**src/rtl/i2s_slave.sv**
```systemverilog
`default_nettype none
// ============================================================================
//  Module   : i2s_slave
//  Purpose  : I2S slave port. sclk/lrck/sdin come from an external I2S clock
//             master and are oversampled on the system clock. The block
//             deserialises sdin into left/right words and serialises a
//             supplied stereo pair onto sdout. clk must be at least 8x sclk.
//  Ports    : clk, rst (async, active-low)
//             sclk, lrck, sdin           - external I2S lines (lrck 0 = left)
//             sdout                      - serial data out, updated after sclk fall
//             out_ready                  - 1-clk pulse, new frame on out_data_l/r
//             out_data_l, out_data_r     - received words
//             in_data_l, in_data_r       - words to transmit
//             in_load                    - 1-clk pulse, in_data_l/r latched
//             locked                     - high after a complete valid L+R frame
//             frame_err                  - 1-clk pulse on a short channel
//  Revision : 1.0 - initial release
// ============================================================================
module i2s_slave #(
  parameter int DATA_BITS   = 24,
  parameter int SLOT_BITS   = 6,
  parameter int SYNC_STAGES = 2
) (
  input  logic                 clk,
  input  logic                 rst,
  input  logic                 sclk,
  input  logic                 lrck,
  input  logic                 sdin,
  output logic                 sdout,
  output logic                 out_ready,
  output logic [DATA_BITS-1:0] out_data_l,
  output logic [DATA_BITS-1:0] out_data_r,
  input  logic [DATA_BITS-1:0] in_data_l,
  input  logic [DATA_BITS-1:0] in_data_r,
  output logic                 in_load,
  output logic                 locked,
  output logic                 frame_err
);

  localparam logic [SLOT_BITS-1:0] c_slot_max    = '1;
  localparam logic [SLOT_BITS-1:0] c_slot_one    = SLOT_BITS'(1);
  localparam logic [SLOT_BITS-1:0] c_data_bits   = SLOT_BITS'(DATA_BITS);
  localparam logic [SLOT_BITS:0]   c_data_bits_x = (SLOT_BITS+1)'(DATA_BITS);
  localparam logic [SLOT_BITS:0]   c_one_x       = (SLOT_BITS+1)'(1);
  localparam logic [DATA_BITS-1:0] c_bit0        = DATA_BITS'(1);

  // --------------------------------------------------------------------------
  // Input synchronisers
  // --------------------------------------------------------------------------
  logic [SYNC_STAGES-1:0] r_sclk_sync;
  logic [SYNC_STAGES-1:0] r_lrck_sync;
  logic [SYNC_STAGES-1:0] r_sdin_sync;
  logic                   r_sclk_d;

  always_ff @(posedge clk or negedge rst) begin
    if (!rst) begin
      r_sclk_sync <= '0;
      r_lrck_sync <= '0;
      r_sdin_sync <= '0;
      r_sclk_d    <= 1'b0;
    end else begin
      r_sclk_sync[0] <= sclk;
      r_lrck_sync[0] <= lrck;
      r_sdin_sync[0] <= sdin;
      for (int i = 1; i < SYNC_STAGES; i++) begin
        r_sclk_sync[i] <= r_sclk_sync[i-1];
        r_lrck_sync[i] <= r_lrck_sync[i-1];
        r_sdin_sync[i] <= r_sdin_sync[i-1];
      end
      r_sclk_d <= r_sclk_sync[SYNC_STAGES-1];
    end
  end

  logic w_sclk_s;
  logic w_lrck_s;
  logic w_sdin_s;
  logic w_rise;
  logic w_fall;

  assign w_sclk_s = r_sclk_sync[SYNC_STAGES-1];
  assign w_lrck_s = r_lrck_sync[SYNC_STAGES-1];
  assign w_sdin_s = r_sdin_sync[SYNC_STAGES-1];
  assign w_rise   =  w_sclk_s & ~r_sclk_d;
  assign w_fall   = ~w_sclk_s &  r_sclk_d;

  // --------------------------------------------------------------------------
  // State
  // --------------------------------------------------------------------------
  logic [SLOT_BITS-1:0] r_slot;
  logic                 r_lrck_prev;   // lrck as sampled on the previous rise
  logic                 r_armed;       // set by the first lrck 1->0 boundary
  logic                 r_left_valid;
  logic                 r_rx_pend;     // right word complete, publish next clk
  logic [DATA_BITS-1:0] r_shift_l;
  logic [DATA_BITS-1:0] r_shift_r;
  logic [DATA_BITS-1:0] r_hold_l;
  logic [DATA_BITS-1:0] r_tx_l;
  logic [DATA_BITS-1:0] r_tx_r;
  logic [DATA_BITS-1:0] r_out_l;
  logic [DATA_BITS-1:0] r_out_r;
  logic                 r_out_ready;
  logic                 r_in_load;
  logic                 r_locked;
  logic                 r_frame_err;
  logic                 r_sdout;

  // --------------------------------------------------------------------------
  // Slot / framing decode (valid on a rise)
  // --------------------------------------------------------------------------
  logic                 w_boundary;
  logic [SLOT_BITS-1:0] w_slot_next;
  logic                 w_data_slot;
  logic                 w_last_bit;
  logic                 w_short;
  logic [DATA_BITS-1:0] w_shift_l_next;
  logic [DATA_BITS-1:0] w_shift_r_next;

  assign w_boundary  = w_rise & (w_lrck_s != r_lrck_prev);
  assign w_slot_next = w_boundary             ? '0 :
                       (r_slot == c_slot_max) ? c_slot_max :
                                                r_slot + c_slot_one;
  assign w_data_slot = (w_slot_next != '0) && (w_slot_next <= c_data_bits);
  assign w_last_bit  = (w_slot_next == c_data_bits);
  // A boundary that cuts the previous channel inside its data bits.
  assign w_short     = w_boundary & r_armed & (r_slot != '0) & (r_slot < c_data_bits);

  assign w_shift_l_next = {r_shift_l[DATA_BITS-2:0], w_sdin_s};
  assign w_shift_r_next = {r_shift_r[DATA_BITS-2:0], w_sdin_s};

  // --------------------------------------------------------------------------
  // Transmit bit select: on a fall the bit for slot+1 is driven so that it is
  // stable at the master's next rise. slot+1 is computed one bit wider so a
  // saturated counter never wraps back into the data range.
  // --------------------------------------------------------------------------
  logic [SLOT_BITS:0]   w_tx_pos;
  logic [SLOT_BITS:0]   w_tx_idx;
  logic                 w_tx_in_range;
  logic [DATA_BITS-1:0] w_tx_word;
  logic                 w_tx_bit;

  assign w_tx_pos      = {1'b0, r_slot} + c_one_x;
  assign w_tx_in_range = (w_tx_pos <= c_data_bits_x);
  assign w_tx_idx      = c_data_bits_x - w_tx_pos;
  assign w_tx_word     = w_lrck_s ? r_tx_r : r_tx_l;
  assign w_tx_bit      = |(w_tx_word & (c_bit0 << w_tx_idx));

  // --------------------------------------------------------------------------
  // Main sequential process
  // --------------------------------------------------------------------------
  always_ff @(posedge clk or negedge rst) begin
    if (!rst) begin
      r_slot       <= '0;
      r_lrck_prev  <= 1'b0;
      r_armed      <= 1'b0;
      r_left_valid <= 1'b0;
      r_rx_pend    <= 1'b0;
      r_shift_l    <= '0;
      r_shift_r    <= '0;
      r_hold_l     <= '0;
      r_tx_l       <= '0;
      r_tx_r       <= '0;
      r_out_l      <= '0;
      r_out_r      <= '0;
      r_out_ready  <= 1'b0;
      r_in_load    <= 1'b0;
      r_locked     <= 1'b0;
      r_frame_err  <= 1'b0;
      r_sdout      <= 1'b0;
    end else begin
      r_out_ready <= 1'b0;
      r_in_load   <= 1'b0;
      r_frame_err <= 1'b0;
      r_rx_pend   <= 1'b0;

      if (w_rise) begin
        r_lrck_prev <= w_lrck_s;
        r_slot      <= w_slot_next;

        if (w_data_slot) begin
          if (w_lrck_s) r_shift_r <= w_shift_r_next;
          else          r_shift_l <= w_shift_l_next;
        end

        // Left boundary: arm capture and latch the next stereo pair to send.
        if (w_boundary && !w_lrck_s) begin
          r_armed   <= 1'b1;
          r_tx_l    <= in_data_l;
          r_tx_r    <= in_data_r;
          r_in_load <= 1'b1;
        end

        if (w_last_bit && !w_lrck_s && r_armed) begin
          r_hold_l     <= w_shift_l_next;
          r_left_valid <= 1'b1;
        end

        if (w_last_bit && w_lrck_s && r_left_valid) begin
          r_rx_pend    <= 1'b1;
          r_left_valid <= 1'b0;
        end

        // w_short only fires on a boundary (slot 0), so it never coincides
        // with the last-bit captures above.
        if (w_short) begin
          r_frame_err  <= 1'b1;
          r_locked     <= 1'b0;
          r_left_valid <= 1'b0;
        end
      end

      if (r_rx_pend) begin
        r_out_l     <= r_hold_l;
        r_out_r     <= r_shift_r;
        r_out_ready <= 1'b1;
        r_locked    <= 1'b1;
      end

      if (w_fall) begin
        r_sdout <= w_tx_in_range & w_tx_bit;
      end
    end
  end

  assign sdout      = r_sdout;
  assign out_ready  = r_out_ready;
  assign out_data_l = r_out_l;
  assign out_data_r = r_out_r;
  assign in_load    = r_in_load;
  assign locked     = r_locked;
  assign frame_err  = r_frame_err;

endmodule
`default_nettype wire

```
**config.mk**
```make
export PLATFORM = sky130hd
export DESIGN_NAME = i2s_slave
export DESIGN_NICKNAME = d
export VERILOG_FILES = /design/src/rtl/i2s_slave.sv
export SDC_FILE = /design/constraint.sdc
export NUM_CORES = 1
export LEC_CHECK = 0
export CAP_MARGIN = 10
export CORE_MARGIN = 1.5
export CORE_UTILIZATION = 55
export DETAILED_ROUTE_END_ITERATION = 8
export PLACE_DENSITY = 0.84
export SYNTH_ARGS = -nofsm -noshare
export SYNTH_HDL_FRONTEND = slang
export SYNTH_SLANG_ARGS = --single-unit
```
**constraint.sdc**
```tcl
create_clock -name clk -period 3.9 [get_ports clk]
set_clock_uncertainty 0.2 [all_clocks]
set_input_delay 0.78 -clock clk [delete_from_list [all_inputs] [get_ports clk]]
set_output_delay 0.78 -clock clk [all_outputs]
set_load 0.005 [all_outputs]
```
Figure 1. Routed clock nets over the placement.
Scale bar: 20 um.
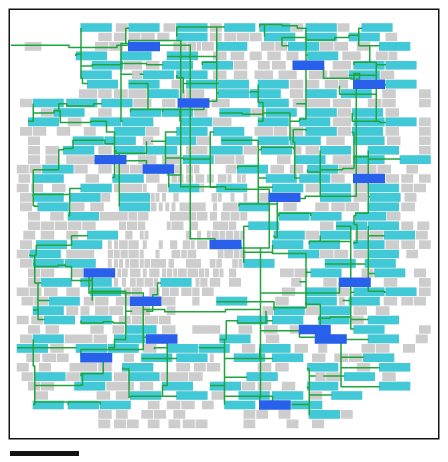
[cells driving clock nets] blue | count: 17
[flip-flops] cyan | count: 189
[clock wires] green | length: 2,040 um
routed clock nets	18
Clk power: 1.75 mW
clock power share: 34.8%
clk latency late pin: 0.44 ns

Figure 2. Wiring by layer.
Scale bar: 20 um.
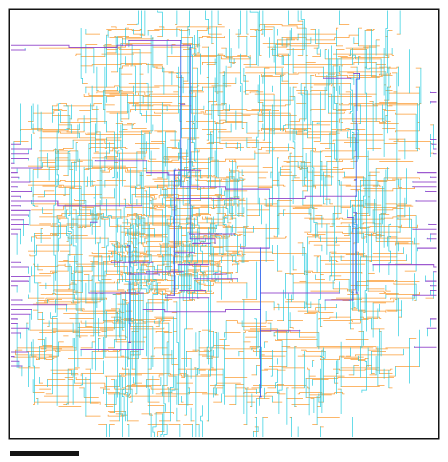
layer	color	wire length
met1	orange	6,450 um
met3	purple	697 um
met2	cyan	7,190 um
met4	blue	288 um
WL/cell: 17.6 um
Global Route Usage Sum: 21.0%

Figure 3. Pin placement.
Pins as bars across the die edge, other pins in gray.
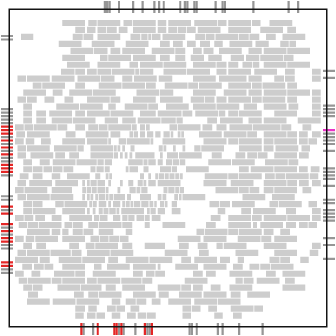
port	color	pins	direction	edge
in_data_l	red	24	input	17 left, 7 bottom
out_ready	magenta	1	output	right
Die Height: 123 um
chip width: 123 um
I/O Buffers: 105

Figure 4. Sequential cells colored by netlist name.
Other sequential cells in the stronger gray, the rest of the logic in the fainter gray.
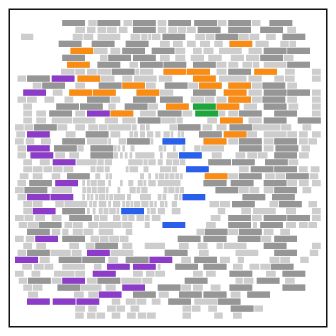
name in the netlist	color	sequential cells
r_tx_r	purple	24
r_shift_l	orange	23
r_slot	blue	6
r_sdin_sync	green	2
not colored	134
utilization after layout: 69.6%
Register Area: 4730 um^2
flip-flop and latch power: 2.44 mW
Seq/total area: 48.6%

Figure 5. The clock network.
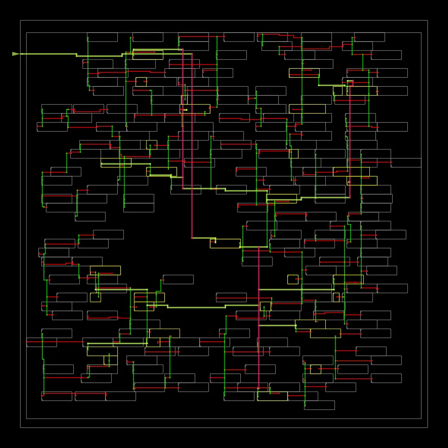
CTS Buf Count: 17
number of clock buffers in the layout: 17
Sink Count: 189
Seq Cell Count: 189

==> results.json <==
{
  "rr_worst_depth": 8,
  "mappedNetlistArea_um2": 7970,
  "async_reset_ff_share_pct": 100,
  "hold_violations": 0,
  "edf_count": 0,
  "cp_max_fo": 24,
  "worst_slack_ns": 0.649,
  "worst_pin_slew_ns": 1.11,
  "grt_setup_unrepaired": "false",
  "yosys_warnings": 0,
  "power.switching_mw": 1.38,
  "holdCritPathClass": "register to register",
  "p_sw_share_pct": 27.6,
  "crit_type": "register to register",
  "p_per_area_nw_per_um2": 515,
  "end_kind": "register",
  "path_clk_slew_ns": 0.07,
  "fin_crit_ns": 3.25,
  "fin_cells": 832,
  "dp_hpwl_um": 9720,
  "met1_usage_pct": 26.8,
  "top_cells_by_count": "dfrtp_1 (189), mux2_2 (127), nand2_1 (23), mux2_1 (20), mux2_4 (20)",
  "crit_end": "r_hold_l[3]",
  "ys_types": 58,
  "worstPathArrival_ns": 3.37,
  "slew_headroom_pct": 26.3,
  "syn2layout_area_growth_pct": 22.1,
  "gr-max-usage-layer": "met2",
  "top_layer": "met4",
  "ctsResizeCount": 0,
  "chipArea_um2": 15200,
  "simple_gate_share_pct": 5.86,
  "crit_chain": "ha_1, nand2_1, and4bb_1, nor2_2, nand2_1, nor4_4, nand3_4, mux2_4",
  "xor_area_share_pct": 0.863,
  "cts_tree": "done",
  "ant_nets": 0,
  "path_delay_family": "simple AND/OR/NAND/NOR gates",
  "fin_setup_tns_ns": 0,
  "required_ns": 4.02,
  "p_int_mw": 3.63,
  "postSynthSeqShare_pct": 59.3,
  "ff_type": "dfrtp_1",
  "fillers": 969,
  "htree_levels": 4,
  "r2r_start": "r_slot[0]",
  "crit_buf_inv": 0,
  "logic_area_um2": 3020,
  "warnings": 29,
  "syn_nets": 592,
  "top_logic_kind": "multiplexers",
  "slew_viol_final": 0,
  "worstHoldStart": "r_sdin_sync[0]",
  "finalNetCount": 694,
  "drtIter0Drc": 277,
  "drc_errors": 0,
  "yosys.area.top_type": "dfrtp_1",
  "cpMaxStageDelayCell": "dfrtp_1",
  "ir_worst_vdd_mv": 0.293,
  "drt-met1-wl_um": 6450,
  "cts_setup_buffers": 0,
  "wl_met2_um": 7190,
  "power_frac_seq_pct": 48.7,
  "grt_max_degree": 119,
  "crit_start": "r_slot[0]",
  "fin_area_um2": 9730,
  "antenna_found_initial": 0,
  "grt_pass1_wl_um": 23800,
  "crit_cells": 8,
  "drt_wl_total_um": 14600,
  "synth_top_cell_by_count": "dfrtp_1",
  "rrSetupSlack_ns": 0.65,
  "hold_depth": 0,
  "drv_cap": 0,
  "netlist_instances": 537,
  "core_area_um2": 14000,
  "top_area_share_pct": 59.3,
  "holdWs_ns": 0.157,
  "setup_viol_count_final": 0,
  "drt_first_pass_iters": 4,
  "worst_path_most_repeated_cell": "nand2_1",
  "gp_congestion": 0.846,
  "fin_crit_sh_pct": 83.4,
  "fp_util_pct": 57.0,
  "power_mw": 5.01,
  "row_count": 43,
  "routed-via-count": 4605,
  "max_freq_mhz": 308,
  "cts_buffer_depth": 2,
  "placed_cells": 800,
  "place_area_um2": 9130,
  "adder_share_pct": 0.314,
  "worst_r2r_endpoint": "r_hold_l[3]",
  "synthTopCellsByArea": "dfrtp_1 (59%), mux2_2 (18%), mux2_4 (3.8%), mux2_1 (2.8%), mux4_2 (2.5%)",
  "p_leak_nw": 4.53,
  "status": "finished clean",
  "met3_usage_pct": 6.23,
  "mux_area_share_pct": 27.8,
  "grtUsageMet2_pct": 34.1
}
## layout by cell type (no fill, tap or decap), types with 3 or more instances in the layout
cell and instances:
a21oi_1 8, o31ai_1 3, dfrtp_1 188, and3_1 4, nor3_1 5, nor2_1 13, buf_4 8, nand3b_1 4
mux4_2 9, a31oi_1 4, nor2_2 3, inv_1 10, mux2_1 20, xnor2_1 3, nand3_1 3, clkbuf_16 17
mux2i_1 6, clkdlybuf4s50_1 104, inv_6 5, nand2_1 23, o21ai_0 9, mux2_4 20, mux2_2 127, xor2_1 3
## cell type report
class | instances | area share (%)
inverter | 10 | 0.386
sequential | 189 | 48.6
multi-input combinational | 308 | 31.1
clock buffer | 17 | 4.37
tap | 180 | 2.31
timing repair buffer | 113 | 11.5
clock inverter | 15 | 1.81
No activity file was given, so power comes from the tool's default toggle rates.
